`config.mk`:
```
export PLATFORM = sky130hd
export DESIGN_NAME = bk_sub_pipe_flat
export DESIGN_NICKNAME = d
export VERILOG_FILES = /design/src/rtl/bk_sub_pipe_if.sv /design/src/rtl/bk_sub_pipe.sv /design/src/flat_wrapper.sv
export SDC_FILE = /design/constraint.sdc
export NUM_CORES = 1
export LEC_CHECK = 0
export ABC_AREA = 1
export CORE_MARGIN = 8
export CORE_UTILIZATION = 30
export CTS_CLUSTER_SIZE = 14
export DETAILED_ROUTE_END_ITERATION = 10
export PLACE_DENSITY = 0.6
export SETUP_SLACK_MARGIN = 0.05
export SYNTH_ARGS = -nofsm -noshare
export SYNTH_HDL_FRONTEND = slang
export SYNTH_SLANG_ARGS = --single-unit
```
`constraint.sdc`:
```
create_clock -name clk -period 1.7 [get_ports clk]
set_clock_uncertainty 0.15 [all_clocks]
set_input_delay 0.255 -clock clk [delete_from_list [all_inputs] [get_ports clk]]
set_output_delay 0.255 -clock clk [all_outputs]
set_load 0.02 [all_outputs]
```
`src/rtl/bk_sub_pipe_if.sv`:
```
// Operand/result stream bundle for the Brent-Kung subtractor; valid/ready on both sides.
interface bk_sub_pipe_if #(
  parameter int WIDTH = 16
);
  logic             in_valid;
  logic             in_ready;
  logic [WIDTH-1:0] a;
  logic [WIDTH-1:0] b;
  logic             out_valid;
  logic             out_ready;
  logic [WIDTH-1:0] diff;
  logic             borrow;
  logic             ovf;
  logic             eq;
  logic             lt_s;

  modport master (
    output in_valid, a, b, out_ready,
    input  in_ready, out_valid, diff, borrow, ovf, eq, lt_s
  );

  modport slave (
    input  in_valid, a, b, out_ready,
    output in_ready, out_valid, diff, borrow, ovf, eq, lt_s
  );
endinterface

```
`src/rtl/bk_sub_pipe.sv`:
```
// Pipelined Brent-Kung subtractor/comparator: diff = a + ~b + 1, 3-cycle latency, 1/cycle.
// Full backpressure, bubbles collapse; in_ready is combinational from out_ready (no skid buffer).
module bk_sub_pipe #(
  parameter int WIDTH = 16
) (
  input  logic         clk,
  input  logic         rst_n,
  bk_sub_pipe_if.slave bus
);
  localparam int L = $clog2(WIDTH);

  logic v1, v2, v3;
  logic en1, en2, en3;
  logic acc;

  // A stage may load when it is empty or its content moves on this cycle.
  assign en3          = !v3 || bus.out_ready;
  assign en2          = !v2 || en3;
  assign en1          = !v1 || en2;
  assign bus.in_ready = rst_n && en1;
  assign acc          = bus.in_valid && bus.in_ready;

  always_ff @(posedge clk) begin
    if (!rst_n) begin
      v1 <= 1'b0;
      v2 <= 1'b0;
      v3 <= 1'b0;
    end else begin
      if (en1) v1 <= acc;
      if (en2) v2 <= v1;
      if (en3) v3 <= v2;
    end
  end

  // Stage 1: generate/propagate cells; carry-in of 1 folded into bit 0's generate.
  logic [WIDTH-1:0] g_in, p_in;
  logic [WIDTH-1:0] s1_g, s1_p;
  logic             s1_as, s1_bs;

  assign p_in = ~(bus.a ^ bus.b);
  assign g_in = {bus.a[WIDTH-1:1] & ~bus.b[WIDTH-1:1],
                 (bus.a[0] & ~bus.b[0]) | p_in[0]};

  always_ff @(posedge clk) begin
    if (en1) begin
      s1_g  <= g_in;
      s1_p  <= p_in;
      s1_as <= bus.a[WIDTH-1];
      s1_bs <= bus.b[WIDTH-1];
    end
  end

  // Up-sweep: level l combines node i with node i-2^l at every 2^(l+1)-aligned position.
  logic [WIDTH-1:0] ug [0:L];
  logic [WIDTH-1:0] up [0:L];

  assign ug[0] = s1_g;
  assign up[0] = s1_p;

  for (genvar l = 0; l < L; l++) begin : g_up
    for (genvar i = 0; i < WIDTH; i++) begin : g_bit
      if (((i + 1) % (2 ** (l + 1))) == 0) begin : g_node
        assign ug[l+1][i] = ug[l][i] | (up[l][i] & ug[l][i-(2**l)]);
        assign up[l+1][i] = up[l][i] & up[l][i-(2**l)];
      end else begin : g_pass
        assign ug[l+1][i] = ug[l][i];
        assign up[l+1][i] = up[l][i];
      end
    end
  end

  // Stage 2: tree results plus the raw propagate bits still needed for the sum.
  logic [WIDTH-1:0] s2_g;
  logic             s2_p [WIDTH];
  logic [WIDTH-1:0] s2_pr;
  logic             s2_as, s2_bs;

  always_ff @(posedge clk) begin
    if (en2) begin
      s2_g  <= ug[L];
      for (int i = 0; i < WIDTH; i++) s2_p[i] <= up[L][i];
      s2_pr <= s1_p;
      s2_as <= s1_as;
      s2_bs <= s1_bs;
    end
  end

  // Down-sweep: fill the remaining prefixes from the coarsest level down to single bits.
  logic [WIDTH-1:0] dg [0:L-1];

  assign dg[0] = s2_g;

  for (genvar j = 0; j < L - 1; j++) begin : g_dn
    localparam int LV = L - 2 - j;
    for (genvar i = 0; i < WIDTH; i++) begin : g_bit
      if ((((i + 1) % (2 ** (LV + 1))) == (2 ** LV)) && ((i + 1) > (2 ** (LV + 1)))) begin : g_node
        assign dg[j+1][i] = dg[j][i] | (s2_p[i] & dg[j][i-(2**LV)]);
      end else begin : g_pass
        assign dg[j+1][i] = dg[j][i];
      end
    end
  end

  logic [WIDTH-1:0] c;
  logic [WIDTH-1:0] d_n;
  logic             ovf_n;

  assign c     = dg[L-1];
  assign d_n   = s2_pr ^ {c[WIDTH-2:0], 1'b1};
  assign ovf_n = (s2_as != s2_bs) && (d_n[WIDTH-1] != s2_as);

  // Stage 3: results hold while out_valid is stalled; eq is the full-word group propagate.
  logic [WIDTH-1:0] r_diff;
  logic             r_borrow, r_ovf, r_eq, r_lt_s;

  always_ff @(posedge clk) begin
    if (!rst_n) begin
      r_diff   <= '0;
      r_borrow <= 1'b0;
      r_ovf    <= 1'b0;
      r_eq     <= 1'b0;
      r_lt_s   <= 1'b0;
    end else if (en3 && v2) begin
      r_diff   <= d_n;
      r_borrow <= ~c[WIDTH-1];
      r_ovf    <= ovf_n;
      r_eq     <= s2_p[WIDTH-1];
      r_lt_s   <= d_n[WIDTH-1] ^ ovf_n;
    end
  end

  assign bus.out_valid = v3;
  assign bus.diff      = r_diff;
  assign bus.borrow    = r_borrow;
  assign bus.ovf       = r_ovf;
  assign bus.eq        = r_eq;
  assign bus.lt_s      = r_lt_s;
endmodule

```
`src/flat_wrapper.sv`:
```
// flat-port wrapper written by rule: the top's interface ports become plain ports
module bk_sub_pipe_flat 
#(
  parameter int WIDTH = 16
)
  (clk, rst_n, bus_in_valid, bus_a, bus_b, bus_out_ready, bus_in_ready, bus_out_valid, bus_diff, bus_borrow, bus_ovf, bus_eq, bus_lt_s);
  bk_sub_pipe_if #(.WIDTH(WIDTH)) bus_i ();
  input  logic clk;
  input  logic rst_n;
  input wire logic [$bits(bus_i.in_valid)-1:0] bus_in_valid;
  input wire logic [$bits(bus_i.a)-1:0] bus_a;
  input wire logic [$bits(bus_i.b)-1:0] bus_b;
  input wire logic [$bits(bus_i.out_ready)-1:0] bus_out_ready;
  output wire logic [$bits(bus_i.in_ready)-1:0] bus_in_ready;
  output wire logic [$bits(bus_i.out_valid)-1:0] bus_out_valid;
  output wire logic [$bits(bus_i.diff)-1:0] bus_diff;
  output wire logic [$bits(bus_i.borrow)-1:0] bus_borrow;
  output wire logic [$bits(bus_i.ovf)-1:0] bus_ovf;
  output wire logic [$bits(bus_i.eq)-1:0] bus_eq;
  output wire logic [$bits(bus_i.lt_s)-1:0] bus_lt_s;
  assign bus_i.in_valid = bus_in_valid;
  assign bus_i.a = bus_a;
  assign bus_i.b = bus_b;
  assign bus_i.out_ready = bus_out_ready;
  assign bus_in_ready = bus_i.in_ready;
  assign bus_out_valid = bus_i.out_valid;
  assign bus_diff = bus_i.diff;
  assign bus_borrow = bus_i.borrow;
  assign bus_ovf = bus_i.ovf;
  assign bus_eq = bus_i.eq;
  assign bus_lt_s = bus_i.lt_s;
  bk_sub_pipe #(.WIDTH(WIDTH)) u_core (.clk(clk), .rst_n(rst_n), .bus(bus_i));
endmodule
```
==> run_1/final_congestion.png <==
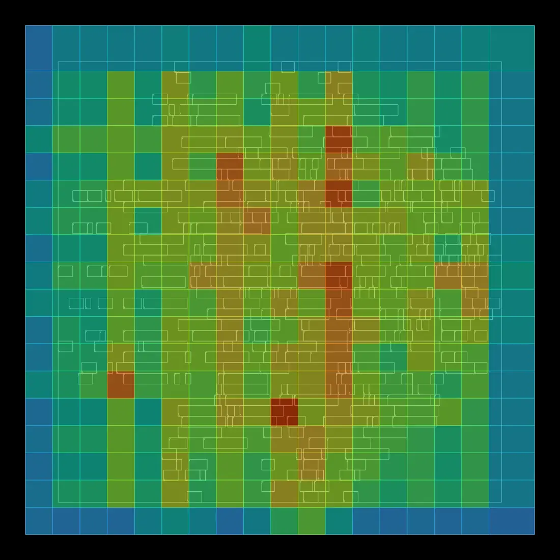
met1 usage: 9.09%
grt met2 use: 13.7%
Final Core Density: 40.1%
busiest layer in global routing: met2
routed len/inst: 12.2 um

==> run_1/met1.png <==
The bar under the picture is 50 um long.
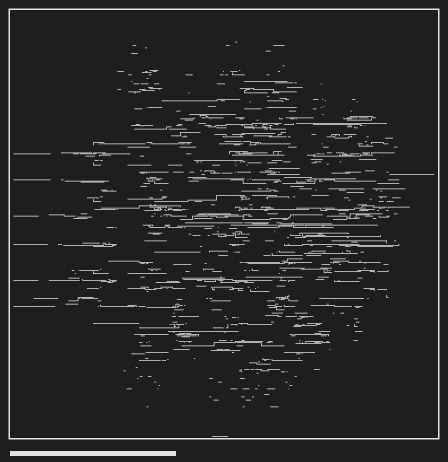
wire length on this layer: 2750 um
share of all routed wire: 43%
main direction: horizontal

==> run_1/wire_density.png <==
The bar under the picture is 50 um long. 26 x 26 tiles, from black (low) to pale yellow (high), scaled to the fullest tile. Values are wire area over tile area, all layers added.
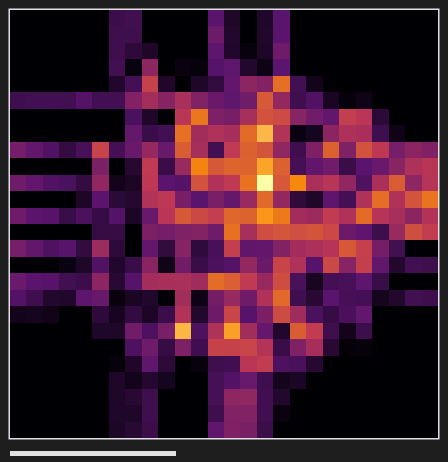
nearly empty tiles: 38%
densest ninth of the die: centre
tiles over half the peak: 11%
mean over tiles: 0.063
fullest tile: 0.33
Total Wirelength: 6470 um
via count: 2166
All-Layer GR Usage: 8.22%

==> reports/results.tsv, run 1 <==
stage	metric	value	unit
run_status	outcome	finished, final reports clean	
final_timing	rsz0062_at_grt	true	
power_and_ir_drop	p_per_area	1070	nW/um2
global_route	grt_use_met3	2.81	%
logic_synthesis	simple_gate_area_share	7.47	%
logic_synthesis	syn_avg_cell_area	13.7	um2
final_timing	hold_ws	0.273	ns
layout	area_growth	31.4	%
cts	clk_pin_slew	0.06	ns
placement	place_congestion	0.743	
cts	clk_latency	0.33	ns
logic_synthesis	ys_cells	278	
logic_synthesis	syn_area	3820	um2
final_timing	setup_viol	0	
logic_synthesis	yosys-stat-area	3820	um2
cts	htreeDepth	3	
critical_path	path_max_fanout	3	
layout	fillers	1193	
layout	drive_above_1_share	20.3	%
global_route	overflow	0	
layout	lay_top_cells	73 x edfxtp_1, 35 x clkdlybuf4s50_1, 30 x inv_1	
critical_path	crit_end	u_core.bus.ovf$_SDFFE_PN0P_	
layout	nets	414	
detailed_routing	detail-route-antenna-nets	0	
final_timing	fin_crit_sh	94.2	%
logic_synthesis	yosys.cell_types.count	31	
critical_path	r2r_slack	0.1	ns
logic_synthesis	ys_sh_xor	1.60	%
critical_path	critical_path_arrival	1.73	ns
run	tool_warnings	29	
cts	clockRootBuffer	clkbuf_16	
floorplan	io_pins	58	
cts	cts.sinks	96	
hold_path	hp-start	u_core.s1_as$_DFFE_PN_	
detailed_routing	vias_per_cell	4.07	
critical_path	crit_type	flip-flop to flip-flop	
global_route	antenna_found_initial	0	
layout	lay_top_count	edfxtp_1	
hold_path	min_path_type	flip-flop to flip-flop	
critical_path	required	1.83	ns
final_timing	finalCriticalPeriod	1.60	ns
critical_path	cp-startpoint	u_core.s2_p[11]$_DFFE_PP_	
global_route	grt_pass1_wl	10500	um
critical_path	reg2reg_to	u_core.bus.ovf$_SDFFE_PN0P_	
critical_path	end_kind	flip-flop	
logic_synthesis	ys_sh_mux	0	%
detailed_routing	first_pass_iters	4	
run	cap_viol_max_count	0	
placement	dp_hpwl	4730	um
floorplan	core_area	12500	um2
layout	seqCellArea	2660	um2
power_and_ir_drop	max-vdd-ir-drop	0.497	mV
logic_synthesis	syn_inst	278	
critical_path	critPathLaunchType	flip-flop	
cts	hold_buffers	0	
cts	cts_buffers	9	
cts	clock_path_buffers	2	
cts	postCtsSetupBuffers	2	
final_timing	fmax	0.625	GHz
detailed_routing	wl_met3	446	um
detailed_routing	drcViolationCount	0	
floorplan	die_w	129	um
final_timing	tightest_slew	0.469	ns
detailed_routing	wl_met1	2750	um
critical_path	r2r_start	u_core.s2_p[11]$_DFFE_PP_	
detailed_routing	wl_met2	3140	um
hold_path	whs_endpoint	u_core.s2_as$_DFFE_PP_	
logic_synthesis	yosys.area_share.aoi	8.68	%
logic_synthesis	fp_nets	337	
floorplan	die_h	129	um
final_timing	fin_setup_tns	0	ns
cts	cts_resized	26	
global_route	grt_max_degree	36	
final_timing	slew_violations	0	
layout	comb_area	1030	um2
layout	antenna_cells	0	
detailed_routing	drt_iter0_drc	93	
cts	cts_tree	done	
floorplan	chip_area	16600	um2
detailed_routing	highest_layer	met4	
hold_path	min_path_cells	0	
logic_synthesis	yosysSeqAreaShare	69.4	%
final_timing	hold_viol_final	0	
logic_synthesis	ys_top_logic_family	AND-OR/OR-AND gates	
floorplan	initial_core_util	30.5	%
critical_path	r2r_cells	8	
logic_synthesis	numSynthFlops	96	
power_and_ir_drop	leakagePower	2.15	nW
global_route	grt_pass1_vias	2211	
placement	port_buffers	57	
final_timing	maxSlewHeadroom	68.7	%
floorplan	num_rows	41	
logic_synthesis	yosys_warnings	0	
logic_synthesis	adder_share	7.53	%
-- run 1: worst max-delay path: stages, from the launching register on --
cell and delay, ns:
edfxtp_1 0.37, a21o_1 0.20, a21o_1 0.19, ha_4 0.17, nor2_2 0.08, nand2_2 0.08
nand3_2 0.10, nand3_2 0.08, a21oi_2 0.12
-- run 1: per-stage QoR --
stage / cell area [um2] / util (%) / setup slack, ns / power (mW) / cells
final: 5020 / 40.1 / 0.0987 / 5.39 / 532
after global routing: 5020 / 40.1 / -0.0170 / 5.62 / 532
after CTS: 4980 / 39.8 / 0.00967 / 5.44 / 532
after detailed placement: 4670 / 37.3 / -0.334 / 3.35 / 514
after global placement: 4670 / 37.3 / -0.304 / 3.34 / 514
after floorplan: 3840 / - / 0.0279 / 3.11 / 278
-- run 1: cells in the mapped netlist, drive strengths merged --
master / n / area share [%]
or2: 2 / 0.33
nand2: 29 / 3.2
ha: 23 / 7.5
edfxtp: 73 / 57
dfxtp: 23 / 12
nand4: 1 / 0.16
inv: 35 / 3.6
a21o: 4 / 0.79
o21a: 1 / 0.20
a31oi: 1 / 0.33
o21ai: 20 / 3.6
clkbuf: 1 / 0.098
nor2: 28 / 2.8
xnor2: 1 / 0.23
o21bai: 1 / 0.20
nand3: 5 / 0.92
a21oi: 19 / 3.6
buf: 5 / 1.6
xor2: 6 / 1.4
-- run 1: cell type report --
class | count | share of cell area [%]
multi-input combinational | 141 | 20.6
inverter | 35 | 2.79
tap | 172 | 4.29
clock buffer | 10 | 4.56
sequential | 96 | 52.9
clock inverter | 6 | 1.67
timing repair buffer | 72 | 13.2
-- run 1: power by group --
group,leakage [nW],internal (mW),switching [mW]
clock,0.148,1.28,0.800
sequential,0.990,2.72,0.0890
combinational,1.01,0.253,0.246
total,2.15,4.25,1.14
## Run 2: what changed since run 1
Clock period 1.7 ns to 1.3 ns, I/O delays scaled along.
==> run 2 against run 1 <==
Net effect:
- the flow now finishes with violations (setup timing)
- fmax rose by 0.33%
- hold slack got worse by 0.0060 ns
- area after synthesis did not move
- clock power rose by 31%
- die area did not move
- global-route usage rose by 0.68 points
- core utilization rose by 3.3 points
- via count rose by 6.0%
- largest power group unchanged
- highest routed layer unchanged
==> reports/results.tsv, run 2 <==
stage	metric	value	unit
logic_synthesis	yosys_warnings	0	
final_timing	setup_viol	60	
run_status	violations	setup timing	
final_timing	hold_ws	0.267	ns
critical_path	critical_path_arrival	1.72	ns
logic_synthesis	topCellsByArea	edfxtp_1 57%, dfxtp_1 12%, ha_1 7.5%, inv_1 3.1%, nand2_1 2.7%	
detailed_routing	drcViolationCount	0	
logic_synthesis	numSynthFlops	96	
placement	place_congestion	0.711	
global_route	grt_max_degree	36	
logic_synthesis	fp_nets	337	
logic_synthesis	syn_inst	278	
detailed_routing	first_pass_iters	4	
final_timing	fmax	0.627	GHz
critical_path	critPathLaunchType	flip-flop	
placement	dp.cells	533	
global_route	grt_pass1_vias	2491	
power_and_ir_drop	leakagePower	2.33	nW
logic_synthesis	ys_top_cells_by_count	73 x edfxtp_1, 32 x inv_1, 27 x nand2_1, 27 x nor2_1	
cts	postCtsSetupBuffers	9	
cts	clk_latency	0.33	ns
logic_synthesis	top_cell	edfxtp_1	
critical_path	end_kind	flip-flop	
floorplan	io_pins	58	
detailed_routing	detail-route-antenna-nets	0	
floorplan	die_h	129	um
global_route	overflow	0	
detailed_routing	vias_per_cell	4.08	
power_and_ir_drop	p_clk_share	37.8	%
cts	clock_path_buffers	2	
final_timing	hold_viol_final	0	
final_timing	fin_crit_sh	123	%
power_and_ir_drop	switching_share	21.5	%
logic_synthesis	ff_type	edfxtp_1	
floorplan	chip_area	16600	um2
logic_synthesis	yosys-stat-area	3820	um2
layout	area_growth	42.2	%
critical_path	critical_path_buf_inv_count	0	
logic_synthesis	largest_area_cell	edfxtp_1	
floorplan	core_area	12500	um2
final_timing	rsz0062_at_grt	true	
placement	place_area	4890	um2
cts	hold_buffers	0	
logic_synthesis	ys_cells	278	
logic_synthesis	syn_area	3820	um2
logic_synthesis	yosys.cell_types.count	31	
final_timing	maxSlewHeadroom	80.6	%
cts	cts_resized	109	
layout	fin_util	43.4	%
placement	dp_hpwl	4860	um
final_timing	finalCriticalPeriod	1.60	ns
critical_path	crit_type	flip-flop to flip-flop	
critical_path	critical_path.max_stage_delay	0.36	ns
global_route	track_usage	8.90	%
layout	stdcell_count	562	
layout	drive_above_1_share	37.4	%
power_and_ir_drop	p_per_area	1330	nW/um2
power_and_ir_drop	p_sw	1.55	mW
detailed_routing	wl_per_cell	12.6	um
placement	post-place-ws	-0.580	ns
final_timing	slew_violations	0	
final_timing	fin_setup_tns	-7.36	ns
cts	htreeDepth	3	
cts	clockRootBuffer	clkbuf_16	
layout	lay_top_cells	73 x edfxtp_1, 34 x clkdlybuf4s50_1, 30 x buf_4	
power_and_ir_drop	max-vdd-ir-drop	0.712	mV
run	cap_viol_max_count	0	
critical_path	crit_path_cell_trace	a21o_1 -> a21o_1 -> ha_4 -> o21ai_4 -> nand2_1 -> nand2_1 -> nand3_2 -> a21oi_2	
placement	port_buffers	57	
power_and_ir_drop	internal_power	5.67	mW
critical_path	slowest_stage	edfxtp_1	
cts	cts_buffers	9	
run_status	outcome	finished with violations	
run	tool_warnings	29	
logic_synthesis	edf_count	73	
final_timing	fin_ws	-0.296	ns
power_and_ir_drop	p_comb_share	11.2	%
floorplan	num_rows	41	
cts	clk_pin_slew	0.06	ns
cts	cts.sinks	96	
logic_synthesis	syn_avg_cell_area	13.7	um2
layout	antenna_cells	0	
final_timing	tightest_slew	0.292	ns
layout	nets	444	
global_route	grt_pass1_wl	11500	um
layout	postLayoutCellArea	5430	um2
power_and_ir_drop	power.total	7.23	mW
hold_path	min_path_type	flip-flop to flip-flop	
floorplan	die_w	129	um
detailed_routing	drt_iter0_drc	71	
global_route	antenna_found_initial	0	
power_and_ir_drop	p_seq_share	50.9	%
critical_path	required	1.42	ns
logic_synthesis	synth.top_cell.area_share	57.4	%
floorplan	initial_core_util	30.5	%
critical_path	cpLargestDelayFamily	AND-OR/OR-AND gates	
logic_synthesis	synth-async-reset-ratio	0	%
layout	lay_top_count	edfxtp_1	
critical_path	path_max_fanout	3	
logic_synthesis	yosysSeqAreaShare	69.4	%
cts	cts_tree	done	
## run 2: cell families after synthesis
group	after synthesis	synth area share, %
simple gates	65	7.47
buf+inv	41	5.27
compound gates	46	8.68
flops	96	69.4
xor+xnor	7	1.61
fa+ha+maj	23	7.53
## run 2: path summary, 6_finish.rpt
check,start,slack (ns),cells after the start,to
setup / recovery,u_core.s2_p[11]$_DFFE_PP_,-0.30,8,u_core.bus.ovf$_SDFFE_PN0P_
hold / removal,u_core.s1_bs$_DFFE_PN_,0.27,0,u_core.s2_bs$_DFFE_PP_
setup reg to reg,u_core.s2_p[11]$_DFFE_PP_,-0.30,8,u_core.bus.ovf$_SDFFE_PN0P_
hold reg to reg,u_core.s1_bs$_DFFE_PN_,0.27,0,u_core.s2_bs$_DFFE_PP_
## run 2: metal layers
layer | wire length [um] | global-route usage, %
met1 | 2890 | 8.94
met2 | 3780 | 16.4
met3 | 378 | 3.43
met4 | 57 | 3.11
met5 | 0 | 0
## run 2: final cells by class
cell class | count | area [um2]
Clock buffer | 10 | 229
Clock inverter | 6 | 83.8
Fill cell | 1174 | 7090
Inverter | 35 | 143
Multi-Input combinational cell | 141 | 1140
Sequential cell | 96 | 2660
Tap cell | 172 | 215
Timing Repair Buffer | 102 | 960
## run 2: power by group through the flow
| stage | registers (mW) | logic, mW | clock network (mW) |
|---|---|---|---|
| 2_1_floorplan | 3.75 | 0.337 | 0 |
| 3_3_place_gp | 3.72 | 0.719 | 0 |
| 3_5_place_dp | 3.73 | 0.731 | 0 |
| 4_1_cts | 3.67 | 0.763 | 2.81 |
| 5_1_grt | 3.71 | 0.905 | 2.92 |
| 6_report | 3.68 | 0.812 | 2.73 |
==> run_2/met2.png <==
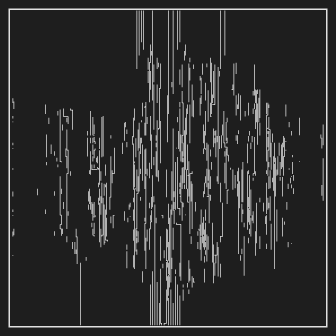
longest straight run: 49.1 um
nets with wire on the layer: 371
grt met2 use: 16.4%
Total Wirelength: 7100 um
via count: 2295

==> run_2/met1.png <==
The bar under the picture is 50 um long.
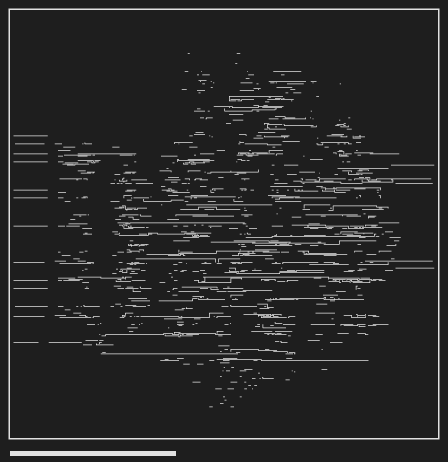
met1 usage: 8.94%

## Run 3: what changed since run 2
Settings changed: ABC_CLOCK_PERIOD_IN_PS set to 2000, PLACE_DENSITY 0.6 to 0.58.
Clock period 1.3 ns to 2 ns, I/O delays scaled along.
==> run_3/density.png <==
The bar under the picture is 50 um long. 13 x 13 tiles, from black (low) to pale yellow (high), 0 to 100% covered.
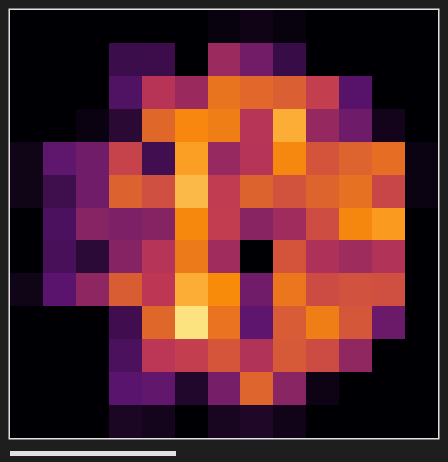
densest ninth of the die: centre
mean over tiles: 28%
tiles over 75% full: 3.6%
fullest tile: 94%
nearly empty tiles: 33%

==> run 3 against run 2 <==
Net effect:
- combinational power shrank about 50%
- register-to-register slack gained 0.51 ns
- largest cell class unchanged
- the run now ends clean
- critical path type is now input pin to output pin
- hold slack improved by 0.0032 ns
- core utilization shrank 4.1 points
==> reports/results.tsv, run 3 <==
stage	metric	value	unit
cts	postCtsSetupBuffers	0	
critical_path	required	1.55	ns
cts	clk_pin_slew	0.07	ns
cts	cts.sinks	96	
global_route	grt_max_degree	40	
run	cap_viol_max_count	0	
placement	place_congestion	0.715	
power_and_ir_drop	p_per_area	884	nW/um2
cts	cts_buffers	9	
layout	drive_above_1_share	15.9	%
power_and_ir_drop	p_sw	0.959	mW
floorplan	die_h	129	um
layout	stdcell_count	525	
layout	area_growth	28.8	%
logic_synthesis	numSynthFlops	96	
critical_path	slowest_stage	clkdlybuf4s50_1	
logic_synthesis	synth-async-reset-ratio	0	%
detailed_routing	wl_met2	3010	um
logic_synthesis	fp_nets	337	
logic_synthesis	topCellsByArea	edfxtp_1 57%, dfxtp_1 12%, ha_1 7.5%, inv_1 3.1%, nand2_1 2.7%	
logic_synthesis	yosys-stat-area	3820	um2
critical_path	critical_path.max_stage_delay	0.42	ns
logic_synthesis	yosysSeqAreaShare	69.4	%
global_route	grt_pass1_vias	2199	
final_timing	setup_viol	0	
layout	fillers	1221	
critical_path	r2r_slack	0.21	ns
global_route	met2_usage	13.5	%
critical_path	critical_path_arrival	1.42	ns
global_route	overflow	0	
power_and_ir_drop	powerSeq	2.38	mW
power_and_ir_drop	max-vdd-ir-drop	0.340	mV
power_and_ir_drop	power_leader	sequential cells	
critical_path	crit_type	input pin to output pin	
logic_synthesis	yosys.cell_types.count	31	
layout	lay_top_cells	73 x edfxtp_1, 56 x clkdlybuf4s50_1, 32 x inv_1	
final_timing	maxSlewHeadroom	69.6	%
logic_synthesis	synth.top_cell.area_share	57.4	%
final_timing	slew_violations	0	
critical_path	end_kind	output pin	
logic_synthesis	ff_type	edfxtp_1	
global_route	antenna_found_initial	0	
logic_synthesis	ys_cells	278	
detailed_routing	wl_met3	465	um
logic_synthesis	top_cell	edfxtp_1	
run_status	outcome	finished, final reports clean	
detailed_routing	drcViolationCount	0	
power_and_ir_drop	powerComb	0.402	mW
layout	nets	407	
floorplan	initial_core_util	30.5	%
detailed_routing	first_pass_iters	4	
placement	dp_hpwl	4580	um
detailed_routing	vias_per_cell	4.04	
global_route	grt_pass1_wl	10400	um
layout	postLayoutCellArea	4920	um2
logic_synthesis	syn_area	3820	um2
cts	hold_buffers	0	
logic_synthesis	edf_count	73	
logic_synthesis	largest_area_cell	edfxtp_1	
placement	place_area	4640	um2
final_timing	tightest_slew	0.456	ns
logic_synthesis	yosys_warnings	0	
cts	htreeDepth	3	
power_and_ir_drop	switching_share	22.1	%
hold_path	min_path_type	flip-flop to flip-flop	
detailed_routing	wl_per_cell	11.8	um
run	tool_warnings	26	
final_timing	fin_setup_tns	0	ns
power_and_ir_drop	p_clk_share	36.0	%
floorplan	num_rows	41	
power_and_ir_drop	internal_power	3.39	mW
cts	clock_path_buffers	2	
floorplan	die_w	129	um
detailed_routing	highest_layer	met4	
cts	clockRootBuffer	clkbuf_16	
layout	antenna_cells	0	
critical_path	critPathLaunchType	input pin	
layout	lay_top_count	edfxtp_1	
logic_synthesis	syn_avg_cell_area	13.7	um2
detailed_routing	drt_iter0_drc	114	
cts	clk_latency	0.33	ns
detailed_routing	wl_met1	2650	um
logic_synthesis	ys_top_cells_by_count	73 x edfxtp_1, 32 x inv_1, 27 x nand2_1, 27 x nor2_1	
layout	fin_util	39.3	%
power_and_ir_drop	powerClk	1.56	mW
critical_path	crit_path_cell_trace	clkdlybuf4s50_1 -> inv_2 -> nand2_4 -> nor2_2 -> nand2_2 -> nand2_1 -> inv_1 -> dlygate4sd2_1	
power_and_ir_drop	p_comb_share	9.2	%
floorplan	chip_area	16600	um2
final_timing	fmax	0.535	GHz
power_and_ir_drop	p_seq_share	54.8	%
placement	port_buffers	57	
global_route	grt_use_met3	3.48	%
floorplan	core_area	12500	um2
final_timing	fin_crit_sh	93.5	%
critical_path	critical_path_buf_inv_count	4	
final_timing	finalCriticalPeriod	1.87	ns
final_timing	hold_viol_final	0	
global_route	track_usage	8.15	%
placement	dp.cells	509	
critical_path	path_max_fanout	2	
global_route	grt.busiest_layer	met2	
power_and_ir_drop	leakagePower	2.01	nW
floorplan	io_pins	58	
final_timing	rsz0062_at_grt	false	
critical_path	cpLargestDelayFamily	buffers and inverters	
detailed_routing	detail-route-antenna-nets	0	
cts	cts_tree	done	
logic_synthesis	syn_inst	278	
==> run_3/met1.png <==
The bar under the picture is 50 um long.
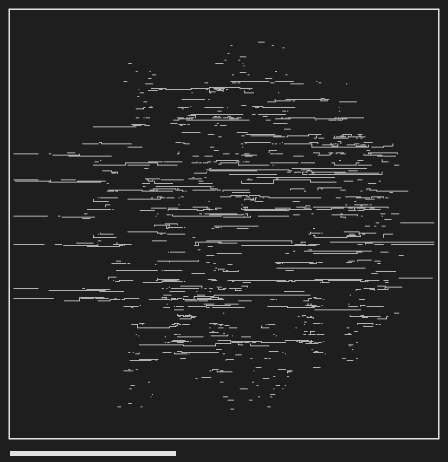
share of all routed wire: 43%
wire length on this layer: 2650 um
nets with wire on the layer: 377
via count: 2119
Total Wirelength: 6220 um
met1 usage: 8.97%

==> run 3: cell families after synthesis <==
| group | after synthesis | synth area share, % |
|---|---|---|
| xor+xnor | 7 | 1.61 |
| fa+ha+maj | 23 | 7.53 |
| buf+inv | 41 | 5.27 |
| flops | 96 | 69.4 |
| compound gates | 46 | 8.68 |
| simple gates | 65 | 7.47 |
==> run 3: path summary, 6_finish.rpt <==
path                                  from                      endpoint  depth (start not counted)
setup / recovery             bus_out_ready                  bus_in_ready                          8
hold / removal      u_core.s1_bs$_DFFE_PN_        u_core.s2_bs$_DFFE_PP_                          0
hold reg to reg     u_core.s1_bs$_DFFE_PN_        u_core.s2_bs$_DFFE_PP_                          0
setup reg to reg  u_core.s2_g[7]$_DFFE_PP_  u_core.bus.lt_s$_SDFFE_PN0P_                          8
==> run 3: what timing repair did <==
item	CTS	global route
setup endpoints to repair	1	2
gates cloned	0	0
resized	1	1
==> run 3: cell type report <==
| type | count | area, um2 | area share [%] |
|---|---|---|---|
| Sequential cell | 96 | 2650 | 53.9 |
| Multi-Input combinational cell | 141 | 972 | 19.8 |
| Timing Repair Buffer | 65 | 667 | 13.6 |
| Clock buffer | 11 | 243 | 4.94 |
| Tap cell | 172 | 215 | 4.38 |
| Inverter | 35 | 136 | 2.77 |
| Clock inverter | 5 | 32.5 | 0.661 |
==> run 3: through the flow <==
| step | power, mW | setup WS (ns) | hold WS [ns] |
|---|---|---|---|
| finish | 4.35 | 0.131 | 0.271 |
| detailed placement | 2.83 | -0.119 | 0.255 |
| CTS | 4.42 | 0.117 | 0.271 |
| global placement | 2.83 | -0.0904 | 0.256 |
| floorplan | 2.64 | 0.138 | 0.249 |
| global route | 4.55 | 0.0635 | 0.277 |
Power is estimated from default activity; no workload was simulated.
